==> src/rtl/rca_seq_ctrl.sv <==
// rtl/rca_seq_ctrl.sv - chunked add/sub sequencer around an external ripple-carry adder
module rca_seq_ctrl #(
    parameter int WIDTH = 16,
    parameter int CHUNK = 4
) (
    input  logic             clk,
    input  logic             rst_n,
    input  logic             req_valid,
    output logic             req_ready,
    input  logic [WIDTH-1:0] req_a,
    input  logic [WIDTH-1:0] req_b,
    input  logic             req_sub,
    input  logic             req_ci,
    output logic             rsp_valid,
    input  logic             rsp_ready,
    output logic [WIDTH-1:0] rsp_sum,
    output logic             rsp_co,
    output logic             rsp_ovf,
    output logic             busy,
    output logic [CHUNK-1:0] add_x,
    output logic [CHUNK-1:0] add_y,
    output logic             add_ci,
    input  logic [CHUNK-1:0] add_s,
    input  logic             add_co
);
    localparam int NCHUNK = WIDTH / CHUNK;
    localparam int IW     = (NCHUNK > 1) ? $clog2(NCHUNK) : 1;

    typedef enum logic [1:0] {S_IDLE, S_RUN, S_DONE} state_t;

    state_t           r_state;
    logic [IW-1:0]    r_idx;
    logic             r_carry;
    logic [WIDTH-1:0] r_a;
    logic [WIDTH-1:0] r_beff;
    logic [WIDTH-1:0] r_sum;
    logic             r_co;
    logic             r_ovf;

    logic             w_run;
    logic             w_last;

    assign w_run  = (r_state == S_RUN);
    assign w_last = (r_idx == IW'(NCHUNK - 1));

    assign req_ready = (r_state == S_IDLE);
    assign rsp_valid = (r_state == S_DONE);
    assign busy      = (r_state != S_IDLE);
    assign rsp_sum   = r_sum;
    assign rsp_co    = r_co;
    assign rsp_ovf   = r_ovf;

    // Adder inputs are forced to zero whenever no chunk is in flight.
    assign add_x  = w_run ? r_a[r_idx*CHUNK +: CHUNK]    : '0;
    assign add_y  = w_run ? r_beff[r_idx*CHUNK +: CHUNK] : '0;
    assign add_ci = w_run ? r_carry : 1'b0;

    always_ff @(posedge clk or negedge rst_n) begin
        if (!rst_n) begin
            r_state <= S_IDLE;
            r_idx   <= '0;
            r_carry <= 1'b0;
            r_a     <= '0;
            r_beff  <= '0;
            r_sum   <= '0;
            r_co    <= 1'b0;
            r_ovf   <= 1'b0;
        end else begin
            case (r_state)
                S_IDLE: begin
                    if (req_valid) begin
                        r_a     <= req_a;
                        r_beff  <= req_sub ? ~req_b : req_b;
                        r_carry <= req_sub ? 1'b1 : req_ci;
                        r_idx   <= '0;
                        r_state <= S_RUN;
                    end
                end
                S_RUN: begin
                    r_sum[r_idx*CHUNK +: CHUNK] <= add_s;
                    r_carry                     <= add_co;
                    if (w_last) begin
                        r_idx   <= '0;
                        r_co    <= add_co;
                        r_ovf   <= (r_a[WIDTH-1] == r_beff[WIDTH-1]) &&
                                   (add_s[CHUNK-1] != r_a[WIDTH-1]);
                        r_state <= S_DONE;
                    end else begin
                        r_idx <= r_idx + IW'(1);
                    end
                end
                S_DONE: begin
                    if (rsp_ready) begin
                        r_state <= S_IDLE;
                    end
                end
                default: r_state <= S_IDLE;
            endcase
        end
    end
endmodule

==> config.mk <==
export PLATFORM = sky130hd
export DESIGN_NAME = rca_seq_ctrl
export DESIGN_NICKNAME = d
export VERILOG_FILES = /design/src/rtl/rca_seq_ctrl.sv
export SDC_FILE = /design/constraint.sdc
export NUM_CORES = 1
export LEC_CHECK = 0
export CAP_MARGIN = 20
export CORE_ASPECT_RATIO = 1.2
export CORE_MARGIN = 4
export CORE_UTILIZATION = 52
export CTS_CLUSTER_DIAMETER = 40
export DETAILED_ROUTE_END_ITERATION = 8
export PLACE_DENSITY_LB_ADDON = 0.3
export RECOVER_POWER = 25
export SLEW_MARGIN = 25
export SYNTH_ARGS = -nofsm -noshare
export SYNTH_HDL_FRONTEND = slang
export SYNTH_SLANG_ARGS = --single-unit
==> constraint.sdc <==
create_clock -name clk -period 5.25 [get_ports clk]
set_input_delay 1.575 -clock clk [delete_from_list [all_inputs] [get_ports clk]]
set_output_delay 1.575 -clock clk [all_outputs]
set_load 0.02 [all_outputs]
==> impl_metrics.json <==
{
  "power.share.clock_pct": 10.5,
  "totalNegativeSetupSlack_ns": 0,
  "power.switching_uw": 789.1,
  "timing.final.max_slew_violations": 35,
  "part_of_the_power_in_registers_pct": 38.4,
  "post_synthesis_cell_count": 256,
  "cp-start-kind": "register",
  "area.sequential_mm2": 0.001376,
  "worst_setup_path_startpoint": "r_idx[0]$_DFFE_PN0P_",
  "initial_core_util_pct": 54.96,
  "ys_area_mm2": 0.002773,
  "outcome": "finished, violations left",
  "design_power_total_mw": 2.007,
  "stage_log_warnings": 30,
  "post_cts_setup_bufs": 0,
  "cts.reportedPaths.clkPinSlew_ns": 0.09,
  "drt_wl_total_um": 5613,
  "grt_overflow_total": 0,
  "total_non_filler_cell_area_in_the_finished_layout_mm2": 0.003507,
  "final_layout_top_logic_cells": "82 x sky130_fd_sc_hd__nand2_1, 69 x sky130_fd_sc_hd__clkdlybuf4s50_1, 55 x sky130_fd_sc_hd__dfrtp_1",
  "detailedPlacementHpwl_um": 4183,
  "grt_pass1_vias": 1962,
  "finalClockPeriodUsage_pct": 77.44,
  "area_growth_syn_to_layout_pct": 26.49,
  "post-route-worst-setup-slack_ns": 1.185,
  "cts_hold_buf": 0,
  "wire_length_of_the_first_global_routing_pass_um": 9177,
  "placed_cells_incl_taps": 376,
  "fin_crit_ns": 4.065,
  "critical_path_cell_by_cell": "mux4_2 -> nor2b_1 -> clkdlybuf4s50_1",
  "dp_slack_ns": 1.478,
  "cts.sinks": 55,
  "cp.required_ns": 3.68,
  "setup-violations-final": 0,
  "grt_max_degree": 53,
  "synth_stat.cells": 256,
  "cell_internal_power_mw": 1.218,
  "clock_path_buffers": 2,
  "gpl.final_weighted_congestion": 0.7653,
  "synth.cell_area_mm2": 0.002773,
  "setup.worst_path.class": "register to output pin",
  "route.detailed.wl_per_inst_um": 14.69,
  "num-nets-final": 371,
  "synth_async_sr_flop_share_pct": 100.0,
  "clkLatencyLatePin_ns": 0.30,
  "via_count": 1969,
  "r2r-start": "r_idx[0]$_DFFE_PN0P_",
  "final_cell_count_without_fillers": 382,
  "mi_logic_area_mm2": 0.001231,
  "powerDensity_mw_per_mm2": 572.4,
  "resized_after_cts": 0,
  "post_dp_cell_area_mm2": 0.003440,
  "worstMarginPinSlew_ns": 1.761,
  "dominantRegCellSynth": "sky130_fd_sc_hd__dfrtp_1",
  "violations": "max-capacitance violations, max-slew violations",
  "vdd_drop_max_uv": 312.7,
  "synthesis.nets": 304,
  "syn_area_per_cell_um2": 10.83,
  "max_cap_violations": 1,
  "max_freq_ghz": 0.2460,
  "clock_h_tree_levels": 2,
  "groute.usage.overall_pct": 18.52,
  "setup_repair_after_global_routing_missed_its_margin": "no",
  "tritoncts.num_buffers": 5,
  "floorplan.core_area_mm2": 0.005045,
  "num_antenna_cells": 0,
  "fraction_of_layout_cells_with_a_size_suffix_above_1_pct": 13.04,
  "hold_path.startpoint": "r_beff[8]$_DFFE_PN0P_",
  "combPwrFrac_pct": 51.1,
  "drt_pass1_iterations": 4,
  "chipArea_mm2": 0.006569,
  "leakagePower_nw": 1.543,
  "mostFrequentLayoutCell": "sky130_fd_sc_hd__nand2_1",
  "first_iter_violations": 88,
  "num_rows": 28,
  "edf_count": 0,
  "yosys.stat.seqShare_pct": 49.64,
  "clock-root-buffer": "sky130_fd_sc_hd__clkbuf_8",
  "finalHoldViolCount": 0,
  "power_switching_share_pct": 39.31,
  "worst_path_max_delay_cell": "sky130_fd_sc_hd__dfrtp_1",
  "yosys_warnings": 0,
  "min-delay-path-class": "register to register",
  "timing.clock.skew_ns": 0.002946,
  "ant_nets": 0,
  "ys_seq_elements": 55,
  "critical_path.endpoint_type": "output pin",
  "critical_path_peak_fanout": 16,
  "antenna_found_initial": 0,
  "remaining_drc_errors": 0,
  "worstPathArrival_ns": 2.49,
  "route.detailed.vias_per_inst": 5.154,
  "tritoncts_clock_tree": "built",
  "slew_headroom_pct": -17.40,
  "final.fill_count": 418,
  "synth_cell_type_count": 31,
  "cpPeakStageDelay_ns": 0.88
}
[worst max-delay path: cells and delay by family, from the launching register on]
| kind | cells | cell delay (ns) |
|---|---|---|
| buffers and inverters | 1 | 0.57 |
| multiplexers | 1 | 0.58 |
| AND/OR/NAND/NOR | 1 | 0.16 |
| flip-flops | 1 | 0.88 |
[power by group through the flow]
stage | Clock (mW) | Sequential [mW] | Combinational [mW]
3_5_place_dp | 0 | 0.782 | 1.04
4_1_cts | 0.215 | 0.774 | 1.04
5_1_grt | 0.231 | 0.806 | 1.13
2_1_floorplan | 0 | 0.773 | 0.713
3_3_place_gp | 0 | 0.771 | 1.01
6_report | 0.211 | 0.771 | 1.03
[Yosys cell counts, types with 2 or more instances]
cell type,n,area share (%)
sky130_fd_sc_hd__a22o_1,4,1.3
sky130_fd_sc_hd__a22o_2,4,1.4
sky130_fd_sc_hd__buf_2,5,0.90
sky130_fd_sc_hd__buf_6,5,2.0
sky130_fd_sc_hd__buf_8,2,1.1
sky130_fd_sc_hd__clkbuf_8,2,0.99
sky130_fd_sc_hd__dfrtp_1,55,50
sky130_fd_sc_hd__ha_1,5,2.3
sky130_fd_sc_hd__inv_1,7,0.95
sky130_fd_sc_hd__mux4_2,8,6.5
sky130_fd_sc_hd__nand2_1,82,11
sky130_fd_sc_hd__nand3_1,3,0.54
sky130_fd_sc_hd__nand3b_1,3,0.81
sky130_fd_sc_hd__nor2_1,3,0.41
sky130_fd_sc_hd__nor2b_1,8,1.8
sky130_fd_sc_hd__nor4b_4,2,1.7
sky130_fd_sc_hd__o21ai_0,14,2.5
sky130_fd_sc_hd__o21ai_2,16,5.1
sky130_fd_sc_hd__xnor2_1,16,5.1
[cells by family after synthesis]
group                      share of synthesized area, %
xor gates and xnor gates                          5.054
and+or+nand+nor                                   19.59
AOI/OAI and AO/OA                                 11.01
buffers and inverters                             5.957
DFF                                               49.64
muxes                                             6.498
adders and majority gates                         2.256
[routing by layer]
layer	part of all wire [%]	global-route usage, %
met4	1.3	6.311
met1	41	23.53
met3	5.4	2.755
met2	52	32.05
met5	0	0
[stage by stage]
stage,util (%),hold WS [ns]
finish,69.52,0.4750
global route,69.52,0.5071
CTS,69.62,0.4786
detailed placement,68.18,0.4571
global placement,68.18,0.4530
floorplan,-,0.4395
[flip-flops by register name, summed over array words and instances (netlist names)]
| name | cells |
|---|---|
| r_a | 16 |
| r_beff | 16 |
| rsp_sum | 16 |
| r_idx | 2 |
| r_state | 2 |
| r_carry | 1 |
| rsp_co | 1 |
| rsp_ovf | 1 |
[area by class of cell]
type	count	area share [%]
well taps	60	2.141
multi-input cells	180	35.11
repair buffers	74	20.69
inverters	7	0.7492
clock buffers	6	2.069
flip-flops and latches	55	39.24
[final timing paths]
kind	endpoint	slack (ns)	depth (start not counted)
max	add_x[2]	1.18	3
min	r_beff[8]$_DFFE_PN0P_	0.48	2
max reg2reg	rsp_sum[11]$_DFFE_PN0P_	2.95	5
min reg2reg	r_beff[8]$_DFFE_PN0P_	0.48	2
max in group asynchronous	r_beff[5]$_DFFE_PN0P_	1.56	2
min in group asynchronous	rsp_sum[4]$_DFFE_PN0P_	1.48	1
Fig. 1: wires at chosen ports, followed through buffers
Scale: 4 px per um.
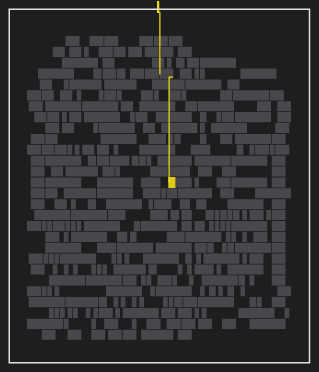
[yellow] req_ci | bits: 1 | direction: input | edge: top | end cells: 1 | buffers: 1 | wire: 43.9 um
count of boundary I/O pins: 73
Port Buffer Count: 72

Fig. 2: pin placement
Scale: 3 px per um. Pins as bars across the die edge, other pins in grey.
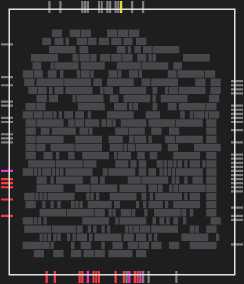
[magenta] add_x | pins: 4 | direction: output | edge: 3 bottom, 1 left
[red] req_a | pins: 16 | direction: input | edge: 11 bottom, 5 left
[yellow] req_ci | pins: 1 | direction: input | edge: top
all pins by edge: 25 right, 18 bottom, 16 left, 14 top
die width: 74.66 um
height of the die: 87.99 um

Fig. 3: track usage over the die
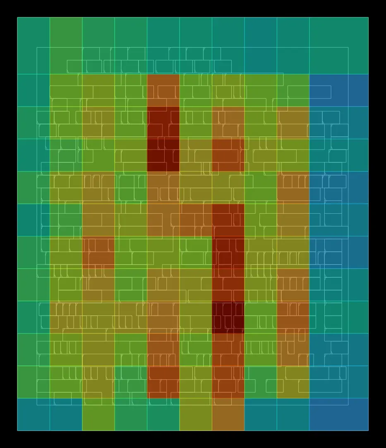
global-route track usage on met1: 23.53%
GRT Max-Usage Layer: met2

